--- src/rtl/esaxi_tx_arbiter.sv ---
// -----------------------------------------------------------------------------
// esaxi_tx_arbiter
//
// Purpose:
//   Shares the single eMesh transmit packet port between the AXI-slave write
//   path and the read-request path. The two paths are served round-robin.
//   A multi-beat burst keeps its grant until its last beat is accepted.
//   A single registered output stage faces the eMesh TX port. Two 16-bit
//   saturating beat counters are kept for debug.
//
// Ports:
//   clk, rst       clock; synchronous active-high reset
//   wr_*           write beat from the write bridge (valid/last/addr/data/size)
//   write_ready    write beat accepted this cycle when wr_valid=1
//   rd_*           read-request beat from the read bridge
//                  (valid/last/addr/retaddr/size)
//   read_ready     read beat accepted this cycle when rd_valid=1
//   ctrlmode       ctrlmode field copied into every packet
//   tx_access      packet valid toward eMesh
//   tx_packet      packet toward eMesh
//   tx_wait        eMesh stall; the packet holds while tx_access & tx_wait
//   stat_clr       synchronous clear of the beat counters
//   wr_beats       accepted write beats, saturating
//   rd_beats       accepted read beats, saturating
// -----------------------------------------------------------------------------
module esaxi_tx_arbiter #(
    parameter int AW   = 32,
    parameter int DW   = 32,
    parameter int PW   = 104,
    parameter int CNTW = 16
) (
    input  logic            clk,
    input  logic            rst,
    input  logic            wr_valid,
    input  logic            wr_last,
    input  logic [AW-1:0]   wr_addr,
    input  logic [DW-1:0]   wr_data,
    input  logic [2:0]      wr_size,
    output logic            write_ready,
    input  logic            rd_valid,
    input  logic            rd_last,
    input  logic [AW-1:0]   rd_addr,
    input  logic [AW-1:0]   rd_retaddr,
    input  logic [2:0]      rd_size,
    output logic            read_ready,
    input  logic [3:0]      ctrlmode,
    output logic            tx_access,
    output logic [PW-1:0]   tx_packet,
    input  logic            tx_wait,
    input  logic            stat_clr,
    output logic [CNTW-1:0] wr_beats,
    output logic [CNTW-1:0] rd_beats
);

    typedef enum logic [1:0] {
        ST_IDLE     = 2'd0,
        ST_WR_BURST = 2'd1,
        ST_RD_BURST = 2'd2
    } state_t;

    state_t          state_q, state_d;
    // 1 when the write path was the last one to finish a transfer; the other
    // path then wins the next tie. Reset to 0 so the write path wins first.
    logic            rr_last_wr_q, rr_last_wr_d;
    logic            tx_access_q;
    logic [PW-1:0]   tx_packet_q;

    logic            stage_free;
    logic            grant_wr, grant_rd;
    logic            wr_acc, rd_acc;
    logic [PW-1:0]   pkt_wr, pkt_rd;

    // Only size bits [1:0] encode datamode; bit 2 is intentionally dropped.
    logic            unused_size_bits;
    assign unused_size_bits = &{1'b0, wr_size[2], rd_size[2]};

    // The output stage can take a new beat when it is empty or draining.
    assign stage_free = !tx_access_q || !tx_wait;

    // -------------------------------------------------------------------------
    // Grant / FSM next state
    // -------------------------------------------------------------------------
    always_comb begin
        grant_wr     = 1'b0;
        grant_rd     = 1'b0;
        state_d      = state_q;
        rr_last_wr_d = rr_last_wr_q;

        case (state_q)
            ST_WR_BURST: grant_wr = 1'b1;
            ST_RD_BURST: grant_rd = 1'b1;
            default: begin
                grant_wr = wr_valid && (!rd_valid || !rr_last_wr_q);
                grant_rd = rd_valid && !grant_wr;
            end
        endcase

        write_ready = stage_free && grant_wr;
        read_ready  = stage_free && grant_rd;
        wr_acc      = write_ready && wr_valid;
        rd_acc      = read_ready && rd_valid;

        // A burst state is left only when its own last beat is accepted; an
        // idle requester inside a burst simply holds the state.
        if (wr_acc) begin
            if (wr_last) begin
                state_d      = ST_IDLE;
                rr_last_wr_d = 1'b1;
            end else begin
                state_d      = ST_WR_BURST;
            end
        end else if (rd_acc) begin
            if (rd_last) begin
                state_d      = ST_IDLE;
                rr_last_wr_d = 1'b0;
            end else begin
                state_d      = ST_RD_BURST;
            end
        end
    end

    always_ff @(posedge clk) begin
        if (rst) begin
            state_q      <= ST_IDLE;
            rr_last_wr_q <= 1'b0;
        end else begin
            state_q      <= state_d;
            rr_last_wr_q <= rr_last_wr_d;
        end
    end

    // -------------------------------------------------------------------------
    // Packet formation and output stage
    // -------------------------------------------------------------------------
    assign pkt_wr = {{AW{1'b0}}, wr_data, wr_addr, ctrlmode, wr_size[1:0], 1'b1, 1'b1};
    assign pkt_rd = {rd_retaddr, {DW{1'b0}}, rd_addr, ctrlmode, rd_size[1:0], 1'b0, 1'b1};

    always_ff @(posedge clk) begin
        if (rst) begin
            tx_access_q <= 1'b0;
            tx_packet_q <= '0;
        end else if (stage_free) begin
            tx_access_q <= wr_acc || rd_acc;
            if (wr_acc) begin
                tx_packet_q <= pkt_wr;
            end else if (rd_acc) begin
                tx_packet_q <= pkt_rd;
            end
        end
    end

    assign tx_access = tx_access_q;
    assign tx_packet = tx_packet_q;

    // -------------------------------------------------------------------------
    // Saturating beat counters: index 0 = write, 1 = read
    // -------------------------------------------------------------------------
    logic [CNTW-1:0] beat_cnt_q [2];
    logic [1:0]      beat_acc;

    assign beat_acc = {rd_acc, wr_acc};

    generate
        for (genvar gi = 0; gi < 2; gi++) begin : g_cnt
            always_ff @(posedge clk) begin
                // Clear wins over a simultaneous increment.
                if (rst || stat_clr) begin
                    beat_cnt_q[gi] <= '0;
                end else if (beat_acc[gi] && (beat_cnt_q[gi] != {CNTW{1'b1}})) begin
                    beat_cnt_q[gi] <= beat_cnt_q[gi] + 1'b1;
                end
            end
        end
    endgenerate

    assign wr_beats = beat_cnt_q[0];
    assign rd_beats = beat_cnt_q[1];

endmodule
--- config.mk ---
export PLATFORM = sky130hd
export DESIGN_NAME = esaxi_tx_arbiter
export DESIGN_NICKNAME = d
export VERILOG_FILES = /design/src/rtl/esaxi_tx_arbiter.sv
export SDC_FILE = /design/constraint.sdc
export NUM_CORES = 1
export LEC_CHECK = 0
export CELL_PAD_IN_SITES_DETAIL_PLACEMENT = 0
export CELL_PAD_IN_SITES_GLOBAL_PLACEMENT = 1
export CORE_ASPECT_RATIO = 1.1
export CORE_MARGIN = 1
export CORE_UTILIZATION = 29
export CTS_CLUSTER_SIZE = 25
export DETAILED_ROUTE_END_ITERATION = 8
export PLACE_DENSITY_LB_ADDON = 0.1
export SYNTH_ARGS = -nofsm -noshare
export SYNTH_HDL_FRONTEND = slang
export SYNTH_SLANG_ARGS = --single-unit
--- constraint.sdc ---
create_clock -name clk -period 4.3 [get_ports clk]
set_clock_uncertainty 0.1 [all_clocks]
set_input_delay 1.29 -clock clk [delete_from_list [all_inputs] [get_ports clk]]
set_output_delay 1.29 -clock clk [all_outputs]
set_load 0.01 [all_outputs]
### Port wiring

Drawn at 3 px/micron.
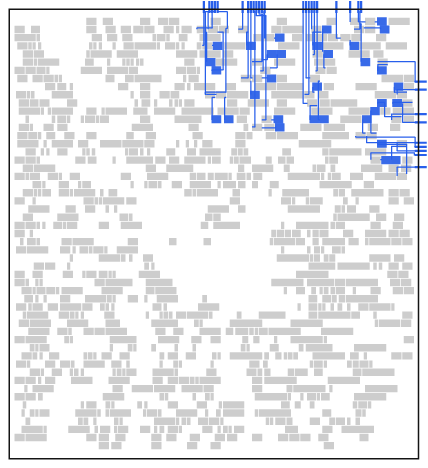
Blue is wr_data, direction input, edge 23 north, 9 east, end cells 32, buffers 32, wire 788 microns.

### Routed metal, one color a layer

Drawn at 2 px/micron. Two of the layers only.
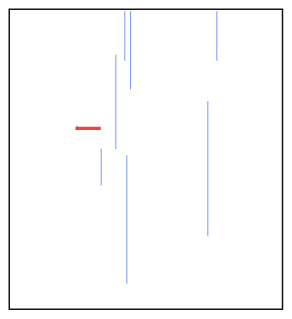
Blue is M4, wire length 286 microns. Red is M5, wire length 11.0 microns.

==> reports/qor_table.md <==
| Result | Reported |
|---|---|
| Multi-input combinational area share | 25.4% |
| Comb_multi_in | 421 |
| Critical-path top delay cell | sky130_fd_sc_hd__clkdlybuf4s50_1 |
| Top Layer Used | met5 |
| Final Hold Fails | 0 |
| Simple-gate share of the synthesized area | 20.1% |
| Setup total negative slack | 0 ps |
| Max VDD drop | 283 uV |
| Most common cell after layout, fill and taps aside | sky130_fd_sc_hd__clkdlybuf4s50_1 |
| Max incr delay on CP | 570 ps |
| Required @ worst endpoint | 2910 ps |
| Initial antenna violation count | 1 |
| Number of buffers on the longest clock path | 2 |
| Clkbuf count | 20 |
| Overall routing resource usage | 17.8% |
| Post-DR wirelength/cell | 15.9 microns |
| Top Layout Cells | sky130_fd_sc_hd__clkdlybuf4s50_1, sky130_fd_sc_hd__nand2_1, sky130_fd_sc_hd__dfxtp_1, sky130_fd_sc_hd__nor2_1, sky130_fd_sc_hd__a21oi_1 |
| Max Transition Viols Final | 0 |
| Met2 track utilization from global routing | 30.5% |
| Largest fanout on the critical path | 4 |
| Post-route clock period utilization | 94.7% |
| Multiplexer area fraction after synthesis | 0.700% |
| Fin crit period | 4070 ps |
| Number of detailed-routing iterations run before antenna repair | 4 |
| Average cell area after synthesis | 9.33 sq um |
| Total power of the final layout | 3.85 mW |
| Post-synthesis share of cell area spent on xor and xnor gates | 3.83% |
| Horizontal die size | 136 microns |
| Dominant power group | registers |
| Top cell family by delay on the critical path | buffers and inverters |
| R2r endpoint | tx_packet[23] |
| Synth area leaders | sky130_fd_sc_hd__dfxtp_1, sky130_fd_sc_hd__edfxtp_1, sky130_fd_sc_hd__nand2_1 |
| Number of logged tool warnings | 29 |
| Crit Path Class | in2out |
| Async set-or-reset flop fraction in the synthesized netlist | 0% |
| Launch instance of the worst register-to-register path | state_q[0] |
| Vertical die dimension | 149 microns |
| Synthesized area | 5720 sq um |
| Number of buffers created by CTS | 17 |
| Cell total in the yosys stat output | 613 |
| Final setup fails | 0 |
| Combinational logic power | 0.812 mW |
| DR WL met3 | 1670 microns |
| Min-Delay Path Depth | 2 |
| Sequential logic power | 1.56 mW |
| Wire length of the first global-routing pass | 27800 microns |
| CTS sink count | 140 |
| Compound Share, Synth | 15.7% |
| Instance tally after logic synthesis | 613 |
| Num sequential | 140 |
| Layout Nets | 1030 |
| First DRT Iteration DRCs | 256 |
| Post-detailed-placement cell area | 8730 sq um |
| Area of all sequential standard cells | 3120 sq um |
| CTS clock-pin slew for the worst setup and hold paths | 70 ps |
| Post-layout worst setup margin | 229 ps |
| Cts repair resizes | 0 |
| Post-Route Hold Slack | 353 ps |
| Critical path depth | 5 |
| Power density cells | 413 nW/um^2 |
| Final routed DRC violation total | 0 |
| Status | finished, final reports clean |
| Count of vias placed by the detailed router | 5444 |
| CTS H-Tree Depth | 4 |
| End point of the worst hold path | tx_packet[90] |
| Cell-by-cell trace of the critical path | clkdlybuf4s50_1, nand2b_1, nand3_1, a21oi_1, clkdlybuf4s50_1 |
| Clock latency on the worst-skew pair | 410 ps |
| Startpoint of the tightest hold check path | tx_packet[90] |
| Layout overhead on the synthesized area | 63.0% |
| Number of nets at floorplan | 763 |
| Area share of the largest cell type after synthesis | 37.8% |
| Total of buffers placed on input and output ports | 282 |
| Non-clock inverter instance count of the final layout | 9 |
| Clk root buf | sky130_fd_sc_hd__clkbuf_16 |
| Number of enable flip-flop cells | 32 |
| Met1 global-route usage | 19.5% |
| Post-CTS repair timing setup buffer count | 0 |
| DRT antenna net count | 0 |
| Max Clk Rate | 0.246 GHz |
| TritonCTS clock tree | built |
| Relative slew slack | 50.9% |
| Area used by multi-input combinational logic | 2370 sq um |
| Number of flip-flops under the largest register name | 104 |
| Highest-utilization routing layer at the global route stage | met2 |
| Transition time of the tightest slew-check pin | 734 ps |
| Post-layout instance area | 9330 sq um |
| Reported max-cap violation count | 0 |
| Sort of element at the start of the critical path | input pin |
| Worst slack at placement | 212 ps |
| Top cells by count | sky130_fd_sc_hd__nand2_1, sky130_fd_sc_hd__dfxtp_1, sky130_fd_sc_hd__nor2_1, sky130_fd_sc_hd__a21oi_1, sky130_fd_sc_hd__a311oi_1 |
| Share of the core filled with cells in the final layout | 48.5% |
| Buffers and inverters on the worst path | 2 |
| Chip Footprint | 20300 sq um |
| Instance count after placement with tap cells included | 1108 |
| Number of antenna repair diodes | 0 |
| CP Capture Type | primary output |
| Post-detailed-placement half-perimeter wirelength | 12700 microns |
| Chip area line of the yosys report | 5720 sq um |
| Worst endpoint data arrival time | 2680 ps |
| Most frequent cell after synthesis | sky130_fd_sc_hd__nand2_1 |
| Routed length on met2 | 9050 microns |
| Register bit total from synthesis | 140 |
| Global routing met3 resource utilization | 7.71% |
| Most prevalent standard cell on the critical path | sky130_fd_sc_hd__clkdlybuf4s50_1 |
| Post-route met1 wirelength | 7160 microns |
| RSZ-0062 raised after global routing | false |
| Number of synthesis warnings | 0 |
| Dominant kind of cell by area | sequential cells |
| Gate power share | 21.1% |
| Non-clock buffering overhead in the final layout | 31.1% |
| Most area-hungry cell type in the Yosys netlist | sky130_fd_sc_hd__dfxtp_1 |
| R2R depth | 7 |
| Total core area | 19200 sq um |
| Maximum number of pins on one net before global-route repair | 72 |
| Internal | 2.80 mW |
| Hold WC Path Type | reg2reg |
### Placement view

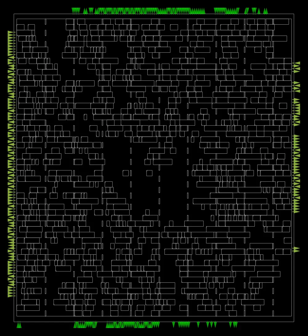
inserted tap cell count: 247
number of cell rows: 53
non-filler cells, final: 1140
number of filler instances in the final layout: 1818
proportion of cell area occupied by registers: 33.5%

Power is estimated from default activity; no workload was simulated.
